$ cat config.mk
export PLATFORM = sky130hd
export DESIGN_NAME = vliw_writeback_ctl
export DESIGN_NICKNAME = d
export VERILOG_FILES = /design/src/rtl/vliw_pkg.sv /design/src/rtl/wb_rd_dedup.sv /design/src/rtl/vliw_writeback_ctl.sv
export SDC_FILE = /design/constraint.sdc
export NUM_CORES = 1
export LEC_CHECK = 0
export CORE_ASPECT_RATIO = 0.7
export CORE_MARGIN = 2
export CORE_UTILIZATION = 43
export CTS_BUF_LIST = sky130_fd_sc_hd__clkbuf_8
export DETAILED_ROUTE_END_ITERATION = 8
export PLACE_DENSITY = 0.84
export REMOVE_ABC_BUFFERS = 1
export SETUP_SLACK_MARGIN = 0.15
export SLEW_MARGIN = 20
export SYNTH_ARGS = -nofsm -noshare
export SYNTH_HDL_FRONTEND = slang
export SYNTH_SLANG_ARGS = --single-unit
$ cat constraint.sdc
create_clock -name clk -period 3.8 [get_ports clk]
set_clock_uncertainty 0.15 [all_clocks]
set_input_delay 0.38 -clock clk [delete_from_list [all_inputs] [get_ports clk]]
set_output_delay 0.38 -clock clk [all_outputs]
set_load 0.005 [all_outputs]
$ cat src/rtl/vliw_pkg.sv
// Shared types and default widths for the VLIW writeback stage and its
// companion units, for example the forwarding unit.
package vliw_pkg;

    localparam int LANES_DEF  = 4;
    localparam int REG_W_DEF  = 7;
    localparam int DATA_W_DEF = 32;

    typedef enum logic [1:0] {
        IDLE   = 2'd0,
        COMMIT = 2'd1,
        WAIT   = 2'd2
    } wb_state_e;

    typedef struct packed {
        logic                  valid;
        logic [REG_W_DEF-1:0]  rd;
        logic [DATA_W_DEF-1:0] data;
        logic                  load;
    } wb_lane_t;

endpackage

$ cat src/rtl/wb_rd_dedup.sv
// Per-lane write enables for a bundle. x0 is never written, and when two
// lanes share a destination the highest-indexed lane wins.
module wb_rd_dedup
    import vliw_pkg::*;
#(
    parameter int LANES = LANES_DEF,
    parameter int REG_W = REG_W_DEF
) (
    input  logic                   commit,
    input  logic [LANES-1:0]       valid,
    input  logic [LANES*REG_W-1:0] rd,
    output logic [LANES-1:0]       we
);

    logic [LANES-1:0] shadowed;

    always_comb begin
        shadowed = '0;
        we       = '0;
        for (int i = 0; i < LANES; i++) begin
            for (int j = i + 1; j < LANES; j++) begin
                if (valid[j] && (rd[j*REG_W +: REG_W] == rd[i*REG_W +: REG_W]))
                    shadowed[i] = 1'b1;
            end
            we[i] = commit && valid[i] && (rd[i*REG_W +: REG_W] != '0) && !shadowed[i];
        end
    end

endmodule

$ cat src/rtl/vliw_writeback_ctl.sv
// Writeback bundle register. It inserts bubbles on stall and flush, holds a
// single outstanding load until memory returns, and resolves per-lane write enables.
module vliw_writeback_ctl
    import vliw_pkg::*;
#(
    parameter int LANES  = LANES_DEF,
    parameter int REG_W  = REG_W_DEF,
    parameter int DATA_W = DATA_W_DEF
) (
    input  logic                    clk,
    input  logic                    rst,
    input  logic                    stall,
    input  logic                    flush,
    input  logic [LANES-1:0]        in_valid,
    input  logic [LANES*REG_W-1:0]  in_rd,
    input  logic [LANES*DATA_W-1:0] in_data,
    input  logic [LANES-1:0]        in_load,
    input  logic                    mem_rvalid,
    input  logic [DATA_W-1:0]       mem_rdata,
    output logic [LANES-1:0]        wb_we,
    output logic [LANES*REG_W-1:0]  wb_rd,
    output logic [LANES*DATA_W-1:0] wb_data,
    output logic                    busy,
    output logic                    err_multi_load
);

    wb_state_e               state, next_state;
    logic [LANES-1:0]        vld_p1;
    logic [LANES-1:0]        load_p1;
    logic [LANES*REG_W-1:0]  rd_p1;
    logic [LANES*DATA_W-1:0] data_p1;
    logic                    err_q;
    logic                    commit;
    logic                    accept;
    logic [LANES-1:0]        in_ld;

    function automatic logic multi_hot(input logic [LANES-1:0] v);
        return (v & (v - LANES'(1))) != '0;
    endfunction

    function automatic int lowest_idx(input logic [LANES-1:0] v);
        int idx;
        idx = 0;
        for (int i = LANES - 1; i >= 0; i--) begin
            if (v[i]) idx = i;
        end
        return idx;
    endfunction

    assign in_ld  = in_valid & in_load;
    assign accept = (state != WAIT) && !stall && !flush && (|in_valid);

    always_ff @(posedge clk or negedge rst) begin
        if (!rst) state <= IDLE;
        else      state <= next_state;
    end

    always_comb begin
        next_state = state;
        case (state)
            IDLE, COMMIT: begin
                if (accept && (|in_ld)) next_state = WAIT;
                else if (accept)        next_state = COMMIT;
                else                    next_state = IDLE;
            end
            WAIT:    if (mem_rvalid) next_state = COMMIT;
            default: next_state = IDLE;
        endcase
    end

    always_comb begin
        busy   = 1'b0;
        commit = 1'b0;
        case (state)
            WAIT:    busy   = 1'b1;
            COMMIT:  commit = 1'b1;
            default: ;
        endcase
    end

    // Execute -> writeback boundary; a returning load overwrites only its own lane.
    always_ff @(posedge clk or negedge rst) begin
        if (!rst) begin
            vld_p1  <= '0;
            load_p1 <= '0;
            rd_p1   <= '0;
            data_p1 <= '0;
            err_q   <= 1'b0;
        end else if (accept) begin
            vld_p1  <= in_valid;
            load_p1 <= in_ld;
            rd_p1   <= in_rd;
            data_p1 <= in_data;
            if (multi_hot(in_ld)) err_q <= 1'b1;
        end else if ((state == WAIT) && mem_rvalid) begin
            data_p1[lowest_idx(vld_p1 & load_p1)*DATA_W +: DATA_W] <= mem_rdata;
        end
    end

    wb_rd_dedup #(
        .LANES (LANES),
        .REG_W (REG_W)
    ) u_dedup (
        .commit (commit),
        .valid  (vld_p1),
        .rd     (rd_p1),
        .we     (wb_we)
    );

    assign wb_rd          = rd_p1;
    assign wb_data        = data_p1;
    assign err_multi_load = err_q;

endmodule

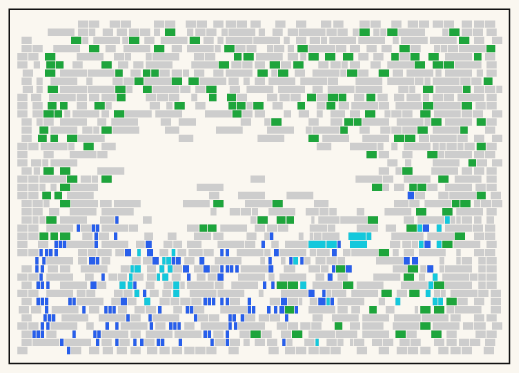
**Above:** gate families picked out.
Drawn at 3 px/um.
Key: cyan = NOR gates [cells 37, most used nor3_1, where a band across the bottom]; green = AND-OR and OR-AND gates [cells 150, most used a221o_1, where all over the die]; blue = NAND gates [cells 137, most used nand2_1]

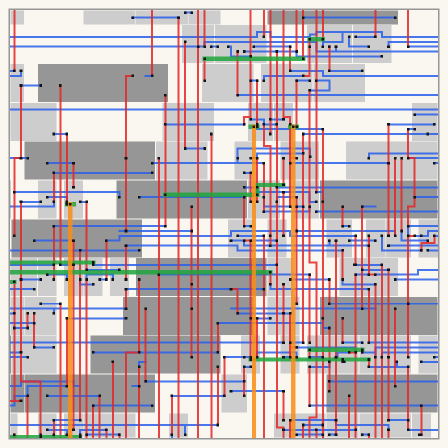
**Above:** a small window of the routed layout.
Region (68, 20) to (98, 50) um. Cells in grey, sequential cells in the stronger grey; small squares are vias.
Key: blue = met1; red = met2; orange = met4; green = met3
Sequential cells in the window: 11. 61 logic cells have their middle in the window. Netlist names of flops here include vld_p1 (4), load_p1 (3), wb_rd (3). Most frequent: nand2_1 (16), dfrtp_1 (11), clkdlybuf4s50_1 (8).

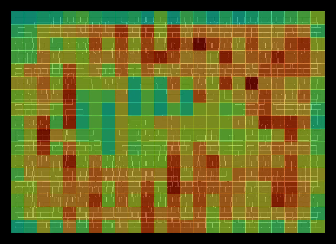
**Above:** track usage over the die.
GRT Util Overall: 28.7%
met2 Use GR: 46.0%
met3 GRT Util: 6.15%
drt wl/cell: 21.8 um
met1 Track Usage GR: 39.0%

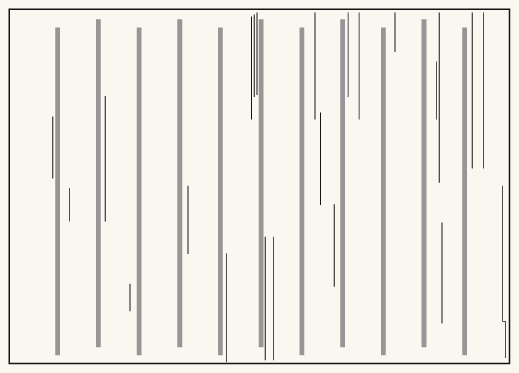
**Above:** signal wires on met4.
Drawn at 3 px/um. Supply wires on this layer in grey.
The layer carries 750 um of wire. The wires run mostly vertical.

sequential cells by signal, indices dropped and copies added (netlist names):
| signal | flops |
|---|---|
| err_multi_load | 1 |
| load_p1 | 4 |
| state | 2 |
| wb_rd | 28 |
| wb_data | 128 |
| vld_p1 | 4 |
stage by stage:
step / cells / total power [mW] / worst slack (ns)
6_report: 1306 / 6.10 / 0.560
5_1_grt: 1306 / 6.38 / 0.428
4_1_cts: 1306 / 6.12 / 0.584
3_5_place_dp: 1273 / 4.70 / 0.638
3_3_place_gp: 1273 / 4.65 / 0.742
2_1_floorplan: 661 / 3.30 / -0.732
layer usage:
layer / vias up / share of wire (%)
li1: 3308 / -
met1: 3722 / 43
met2: 376 / 47
met3: 50 / 6.7
met4: 0 / 2.6
met5: - / 0
==> flow_summary.yaml <==
# implementation run metrics
pwr:
  ir_worst_vdd_mv: 0.244
  pg_seq_mw: 2.58
  internal_power_mw: 4.15
  swShare_pct: 31.9
  seq_power_share_pct: 42.4
  leakagePower_nw: 5.18
  powerClk_mw: 1.40
  top_power_group: "registers"
  powerDensity_nw_per_um2: 502
worst_setup_path:
  arrival_ns: 3.48
  cp-start-kind: "register"
  crit_required_ns: 4.04
  reg2reg_depth: 8
  timing.rr.end: "wb_data[103]$_DFFE_PN0P_"
  critPathKind: "reg2reg"
  crit_start: "vld_p1[1]$_DFFE_PN0P_"
  critPathBufInv: 1
  cp_cell_sequence: "and2_1, a31oi_1, or2_2, ha_1, or4b_2, nor3_4, buf_4, a21o_1"
  crit_fanout: 25
  r2r_start: "vld_p1[1]$_DFFE_PN0P_"
synth:
  yosys_warnings: 0
  most_common_cell: "dfrtp_1"
  synth_cell_type_count: 45
  synthAoiAreaFrac_pct: 20.2
  edf_count: 0
  logic_family: "AND-OR/OR-AND gates"
  ys.flop_type: "dfrtp_1"
  top_area_share_pct: 52.7
  yosysTopAreaCell: "dfrtp_1"
  postSynthSeqShare_pct: 52.7
  synthesis.area_sq_um: 7930
  ys_sh_adder_pct: 0.442
  async_reset_ff_share_pct: 100
  synth-area-yosys_sq_um: 7930
  ys_top_cells_by_area: "dfrtp_1, a221o_1, and2_0"
  avgSynthCellArea_sq_um: 10.8
global_routing:
  grt_max_degree: 94
  busiest_layer: "met2"
  grt-ovfl-total: 0
min_path:
  hold_depth: 3
  hp-start: "in_rd[8]"
  min_path_type: "in2reg"
  min_to: "wb_rd[8]$_DFFE_PN0P_"
finish:
  clkCellAreaFrac_pct: 3.62
  antenna_cells: 0
  nMultiInputCombCells: 489
  dominant_cells: "sequential cells"
  area_growth_pct: 53.2
  fin_nets: 1260
  sh_seq_area_pct: 34.4
  inv_count: 5
  nClkBuffers: 17
  layout.nonclk_buf_share_pct: 31.2
  finalInstanceArea_sq_um: 12100
  nNonClkBuffers: 377
  lay_top_cells: "clkdlybuf4s50_1, dfrtp_1, nand2_1"
  comb_share_pct: 28.2
  flops: 167
clock_network:
  clk_latency_ns: 0.47
  path_clk_slew_ns: 0.11
  cts_tree: "done"
  cts-buffers-inserted: 17
  h-tree-depth: 4
  cts_sinks: 167
  postCtsSetupRepairBufs: 0
sta:
  slew_headroom_pct: 43.3
  max_freq_mhz: 309
  tightest_slew_ns: 0.851
  hold_viol: 0
  min_period_ns: 3.24
  maxSlewViolCount: 0
floorplanning:
  chip_area_sq_um: 19500
  rows: 41
  initCoreUtil_pct: 43.9
  fp.dieW_um: 166
  io_pins: 363
  coreArea_sq_um: 18100
outcome:
  outcome: "finished clean"
job:
  maxCapViolCount: 0
  log.warning_count: 26
routing:
  drt_iter0_drc: 877
  viasPerCell: 5.71
  dr.pass1.iters: 5
No activity file was given, so power comes from the tool's default toggle rates.
